===== src/rtl/cgra_im_loader.sv =====
// rtl/cgra_im_loader.sv - parses a 32-bit load stream into instruction-memory write commands
module cgra_im_loader #(
  parameter int D_WIDTH           = 32,
  parameter int I_WIDTH           = 12,
  parameter int I_IMM_WIDTH       = 33,
  parameter int IM_MEM_ADDR_WIDTH = 8,
  parameter int NUM_ID            = 10,
  parameter int NUM_IMM           = 4
) (
  input  logic                          iClk,
  input  logic                          iReset,
  input  logic                          iHold,
  input  logic [D_WIDTH-1:0]            iLoad_Data,
  input  logic                          iLoad_Valid,
  output logic                          oLoad_Ready,
  output logic [NUM_ID+NUM_IMM-1:0]     oIM_WriteEnable,
  output logic [IM_MEM_ADDR_WIDTH-1:0]  oIM_WriteAddress,
  output logic [I_WIDTH-1:0]            oIM_WriteData,
  output logic [I_IMM_WIDTH-1:0]        oIM_WriteData_IMM,
  output logic                          oBusy,
  output logic                          oDone,
  output logic                          oError
);

  localparam int NUM_TGT = NUM_ID + NUM_IMM;

  typedef enum logic [1:0] {
    HEADER  = 2'd0,
    DATA_LO = 2'd1,
    DATA_HI = 2'd2
  } state_t;

  state_t                         state;
  logic [7:0]                     target;
  logic [15:0]                    count;
  logic [IM_MEM_ADDR_WIDTH-1:0]   addr;
  logic [31:0]                    immLo;

  logic                           accept;
  logic                           targetIsDec;
  logic                           targetIsValid;
  logic                           lastInstr;
  logic [NUM_TGT-1:0]             targetOneHot;
  logic [7:0]                     hdrTarget;
  logic [IM_MEM_ADDR_WIDTH-1:0]   hdrAddr;
  logic [15:0]                    hdrCount;
  logic [I_IMM_WIDTH-1:0]         immWord;

  // The stream is refused while stalled and during the reset cycle.
  assign oLoad_Ready = ~iHold & ~iReset;
  assign accept      = iLoad_Valid & oLoad_Ready;

  // Header field extraction; address bits above the memory width are dropped.
  assign hdrTarget = iLoad_Data[7:0];
  assign hdrAddr   = iLoad_Data[8 +: IM_MEM_ADDR_WIDTH];
  assign hdrCount  = iLoad_Data[31:16];

  assign targetIsDec   = (target < 8'(NUM_ID));
  assign targetIsValid = (target < 8'(NUM_TGT));
  assign lastInstr     = (count == 16'd1);

  // Upper immediate bits come from the second word, lower 32 from the latched first word.
  assign immWord = {iLoad_Data[I_IMM_WIDTH-33:0], immLo};

  // Busy covers both an open command and a write still visible on the output port.
  assign oBusy = (state != HEADER) | (|oIM_WriteEnable);

  // Decode the latched target into a write strobe; invalid targets decode to all-zero.
  always_comb begin
    targetOneHot = '0;
    for (int i = 0; i < NUM_TGT; i++) begin
      targetOneHot[i] = (target == 8'(i));
    end
  end

  // Command parser and registered write port.
  always_ff @(posedge iClk) begin
    if (iReset) begin
      state             <= HEADER;
      target            <= '0;
      count             <= '0;
      addr              <= '0;
      immLo             <= '0;
      oIM_WriteEnable   <= '0;
      oIM_WriteAddress  <= '0;
      oIM_WriteData     <= '0;
      oIM_WriteData_IMM <= '0;
      oDone             <= 1'b0;
      oError            <= 1'b0;
    end else begin
      oIM_WriteEnable <= '0;
      oDone           <= 1'b0;
      if (accept) begin
        case (state)
          HEADER: begin
            target <= hdrTarget;
            addr   <= hdrAddr;
            count  <= hdrCount;
            if (hdrTarget >= 8'(NUM_TGT)) begin
              oError <= 1'b1;
            end
            if (hdrCount == 16'd0) begin
              oDone <= 1'b1;
            end else begin
              state <= DATA_LO;
            end
          end
          DATA_LO: begin
            if (targetIsDec) begin
              oIM_WriteEnable  <= targetOneHot;
              oIM_WriteAddress <= addr;
              oIM_WriteData    <= iLoad_Data[I_WIDTH-1:0];
              addr             <= addr + 1'b1;
              count            <= count - 16'd1;
              if (lastInstr) begin
                oDone <= 1'b1;
                state <= HEADER;
              end
            end else begin
              immLo <= iLoad_Data[31:0];
              state <= DATA_HI;
            end
          end
          DATA_HI: begin
            // Invalid targets still consume words and advance, but never strobe or change data.
            oIM_WriteEnable  <= targetOneHot;
            oIM_WriteAddress <= addr;
            if (targetIsValid) begin
              oIM_WriteData_IMM <= immWord;
            end
            addr  <= addr + 1'b1;
            count <= count - 16'd1;
            if (lastInstr) begin
              oDone <= 1'b1;
              state <= HEADER;
            end else begin
              state <= DATA_LO;
            end
          end
          default: begin
            state <= HEADER;
          end
        endcase
      end
    end
  end

endmodule


===== config.mk =====
export PLATFORM = sky130hd
export DESIGN_NAME = cgra_im_loader
export DESIGN_NICKNAME = d
export VERILOG_FILES = /design/src/rtl/cgra_im_loader.sv
export SDC_FILE = /design/constraint.sdc
export NUM_CORES = 1
export LEC_CHECK = 0
export ABC_CLOCK_PERIOD_IN_PS = 2400
export CORE_ASPECT_RATIO = 1.1
export CORE_MARGIN = 1.5
export CORE_UTILIZATION = 52
export DETAILED_ROUTE_END_ITERATION = 12
export MAX_ROUTING_LAYER = met4
export PLACE_DENSITY_LB_ADDON = 0.1
export SYNTH_ARGS = -nofsm -noshare
export SYNTH_HDL_FRONTEND = slang
export SYNTH_SLANG_ARGS = --single-unit

===== constraint.sdc =====
create_clock -name iClk -period 2.4 [get_ports iClk]
set_input_delay 0.48 -clock iClk [delete_from_list [all_inputs] [get_ports iClk]]
set_output_delay 0.48 -clock iClk [all_outputs]
set_load 0.03 [all_outputs]

m3.png
(3 px per µm)
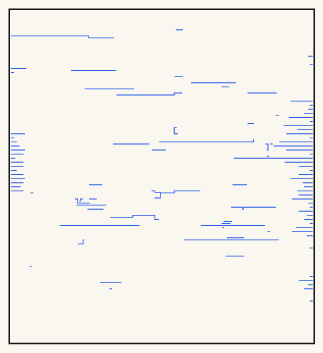
main direction: horizontal
nets with wire on the layer: 84
longest straight run: 31.3 µm
wire length on this layer: 610 µm
met3 usage: 0.0498
Vias: 5,156
WL final: 14,600 µm

layers.png
(3 px per µm) Two of the layers only.
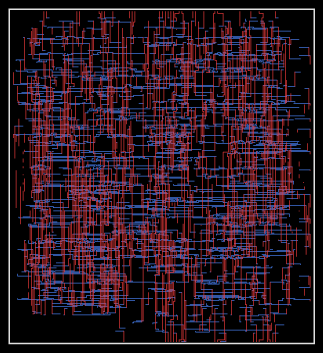
| layer | colour | wire length |
|---|---|---|
| M1 | blue | 6,090 µm |
| M2 | red | 7,700 µm |

placed.png
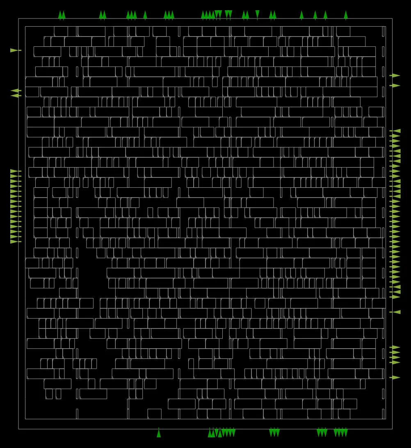
flop count: 135
TAP cells: 143
Fill cells: 841

==> impl_metrics.env <==
# flow metrics
export IMPL_p_leak_nw=2.62
export IMPL_final_util=0.714
export IMPL_worstPathArrival_ps=1780
export IMPL_cts_htree_levels=4
export IMPL_worstSkewPairLatency_ps=410
export IMPL_path_max_fanout=2
export IMPL_power_w=0.00549
export IMPL_max_slew_margin=0.513
export IMPL_start_kind="input pin"
export IMPL_cpPeakStageDelay_ps=700
export IMPL_cts_root_buffer="clkbuf_16"
export IMPL_p_switching_w=0.00127
export IMPL_pwr_share_seq=0.419
export IMPL_fin_skew_ps=6.28
export IMPL_io_pins=107
export IMPL_layout_drive_gt1_share=0.0829
export IMPL_synth_seq_share=0.491
export IMPL_worst_slew_pin_slew_ps=730
export IMPL_fmax_mhz=442
export IMPL_avgSynthCellArea_um2=8.04
export IMPL_ys_flops=135
export IMPL_die_h_um=111
export IMPL_firstDrtPassIters=5
export IMPL_ys_flop_type="dfxtp_1"
export IMPL_cts_made_buffers=17
export IMPL_fin_setup_tns_ps=0
export IMPL_status="complete, no violations"
export IMPL_crit_family="buffers and inverters"
export IMPL_met1_usage=0.305
export IMPL_crit_top_cell="clkdlybuf4s50_1"
export IMPL_syn_area_mm2=0.00551
export IMPL_antenna_found_initial=0
export IMPL_finalClockPeriodUsage=0.942
export IMPL_grt_pass1_vias=4910
export IMPL_rsz0062_at_grt="false"
export IMPL_nets=827
export IMPL_path_cells="clkdlybuf4s50_1 -> nor2_1 -> clkdlybuf4s50_1"
export IMPL_slew_violations=0
export IMPL_dieArea_mm2=0.0112
export IMPL_swShare=0.231
export IMPL_rows=39
export IMPL_period_needed_ps=2260
export IMPL_cts_path_max_buffers=2
export IMPL_openroad_warnings=30
export IMPL_synthCells=685
export IMPL_yosys_area_mm2=0.00551
export IMPL_grt_max_degree=68
export IMPL_grt_use_total=0.270
export IMPL_dpl_hpwl_um=9790
export IMPL_place_congestion=0.849
export IMPL_die_x_um=101
export IMPL_cp_slowest_cell="clkdlybuf4s50_1"
export IMPL_clock_sinks=135
export IMPL_yosys_warnings=0
export IMPL_crit_buf_inv=2
export IMPL_top_usage_layer="met2"
export IMPL_io_buffer_count=106
export IMPL_power_frac_clock=0.496
export IMPL_dpl_cell_count=908
export IMPL_fp_utilization=0.533
export IMPL_ys_cells=685
export IMPL_setup_viol=0
export IMPL_grt_overflow_total=0
export IMPL_maxCapViolCount=0
export IMPL_synth_cell_types=53
export IMPL_power_density_mw_per_mm2=743
export IMPL_final_cells=939
export IMPL_hold_path_class="reg2reg"
export IMPL_p_int_w=0.00422
export IMPL_globalRouteMet2Util=0.478
export IMPL_syn_to_final_growth_pct=34.1
export IMPL_combPwrFrac=0.084
export IMPL_placed_area_mm2=0.00676
export IMPL_required_ps=1920
export IMPL_crit_type="in2out"
export IMPL_grt_pass1_wl_um=23400
export IMPL_cp_end_kind="primary output"
export IMPL_num_antenna_cells=0
export IMPL_wire_per_inst_um=15.5
export IMPL_drt_first_iter_violations=293
export IMPL_ir_drop_v=0.000585
export IMPL_ant_nets=0
export IMPL_tritoncts="yes"
export IMPL_fp_nets=728
export IMPL_pre_cts_ws_ps=124
export IMPL_postCtsSetupRepairBufs=0
export IMPL_synth_async_reset_ratio=0
export IMPL_fin_ws_ps=140
export IMPL_hold_slack_ps=450
export IMPL_synth_edff_count=0
class_map.png
(2 px per µm)
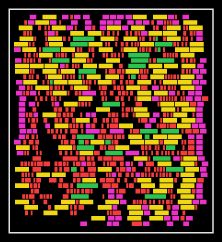
| class | colour | cells |
|---|---|---|
| clock drivers and dummy loads | green | 31 |
| remaining logic cells | red | 504 |
| registers | yellow | 135 |
| remaining buffers and delay cells | magenta | 126 |
Final Instance Area: 0.00739 mm²
sequential cell area share: 0.366
total core area: 0.0103 mm²

ff_map.png
(4 px per µm) Other sequential cells in the stronger grey, the rest of the logic in the fainter grey.
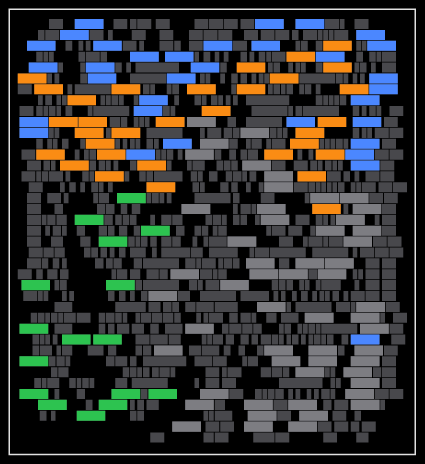
| netlist name | colour | flops |
|---|---|---|
| oIM_WriteData_IMM | blue | 33 |
| count | green | 16 |
| immLo | orange | 32 |
not coloured: 54

## cell type report
class,instances,area (µm²),area share
Clock buffer,19,443,0.0600
Inverter,8,30.0,0.00407
Tap cell,143,179,0.0242
Sequential cell,135,2700,0.366
Clock inverter,12,176,0.0239
Timing Repair Buffer,126,1260,0.170
Multi-Input combinational cell,496,2600,0.352
## routing by layer
metal	wire (µm)	vias up
met4	203	0
met3	609	22
met2	7690	132
li1	-	2533
met5	0	-
met1	6090	2469
## synth_stat cells, types with 4 or more instances
master	n	area share
dfxtp_1	135	0.49
nand2_1	174	0.12
nand3_1	14	0.013
nor3_1	12	0.011
ha_1	7	0.016
o21ai_0	28	0.025
clkbuf_1	32	0.022
a31oi_1	4	0.0045
buf_2	12	0.011
and3_1	6	0.0068
o31ai_1	4	0.0055
a21oi_1	101	0.092
nor2_1	52	0.035
mux2i_1	21	0.038
nand4_1	4	0.0045
nor2b_1	10	0.011
nor4_1	9	0.010
inv_1	8	0.0055
## registers in the layout (all words and copies together), names as in the netlist
register           flops
addr                   8
count                 16
immLo                 32
oDone                  1
oError                 1
oIM_WriteAddress       8
oIM_WriteData         12
oIM_WriteData_IMM     33
oIM_WriteEnable       14
state                  2
target                 8
## power by group through the flow
stage / clock (W) / combinational (W) / sequential [W]
global placement: 0 / 0.000447 / 0.00235
floorplan: 0 / 0.000269 / 0.00235
detailed placement: 0 / 0.000454 / 0.00235
global route: 0.00285 / 0.000502 / 0.00231
CTS: 0.00273 / 0.000457 / 0.00230
finish: 0.00273 / 0.000462 / 0.00230
## cell families after synthesis
| logic type | after synthesis | synth area share |
|---|---|---|
| AND/OR/NAND/NOR | 311 | 0.256 |
| buffers and inverters | 54 | 0.0395 |
| adder cells (fa/ha/maj) | 7 | 0.0159 |
| flip-flops | 135 | 0.491 |
| multiplexers | 22 | 0.0402 |
| AND-OR/OR-AND | 156 | 0.158 |
## worst reg2reg max path: stages (launching register included)
cell and delay (ps):
dfxtp_1 350, inv_1 90, ha_1 190, or3b_2 560, nor2_1 320, and4_1 250, o21ai_0 90, a21oi_1 150
## layout by cell type (no fill, tap or decap), drive strengths merged, types with 3 or more instances in the layout
master	netlist	final
nor4b	3	3
and3	6	6
clkinv	0	5
clkbuf	32	19
clkdlybuf4s50	0	104
nand2b	3	3
nor4	11	11
a31oi	4	4
nand2	174	174
buf	14	21
o21ai	29	29
o31ai	5	5
nor2	54	54
nor2b	10	10
mux2i	21	21
nand4	4	4
and2	3	3
a21oi	102	102
inv	8	9
dfxtp	135	135
or4	4	4
nand3	14	14
nor3	13	13
o211ai	3	3
bufinv	0	4
ha	7	7
## final timing paths
kind | startpoint | to | slack (ps) | cells past startpoint
worst max-delay path | iHold | oLoad_Ready | 140 | 3
worst min-delay path | immLo[12]$_SDFFE_PP0P_ | oIM_WriteData_IMM[12]$_SDFFE_PP0P_ | 450 | 2
worst max register to register | count[0]$_SDFFE_PP0P_ | count[14]$_SDFFE_PP0P_ | 340 | 7
worst min register to register | immLo[12]$_SDFFE_PP0P_ | oIM_WriteData_IMM[12]$_SDFFE_PP0P_ | 450 | 2
## timing repair
item	4_1_cts	5_1_grt
resized	1	1
pin swaps	0	0
setup endpoints to repair	1	1
Power figures rest on the tool's default switching activity, not on a simulated workload.
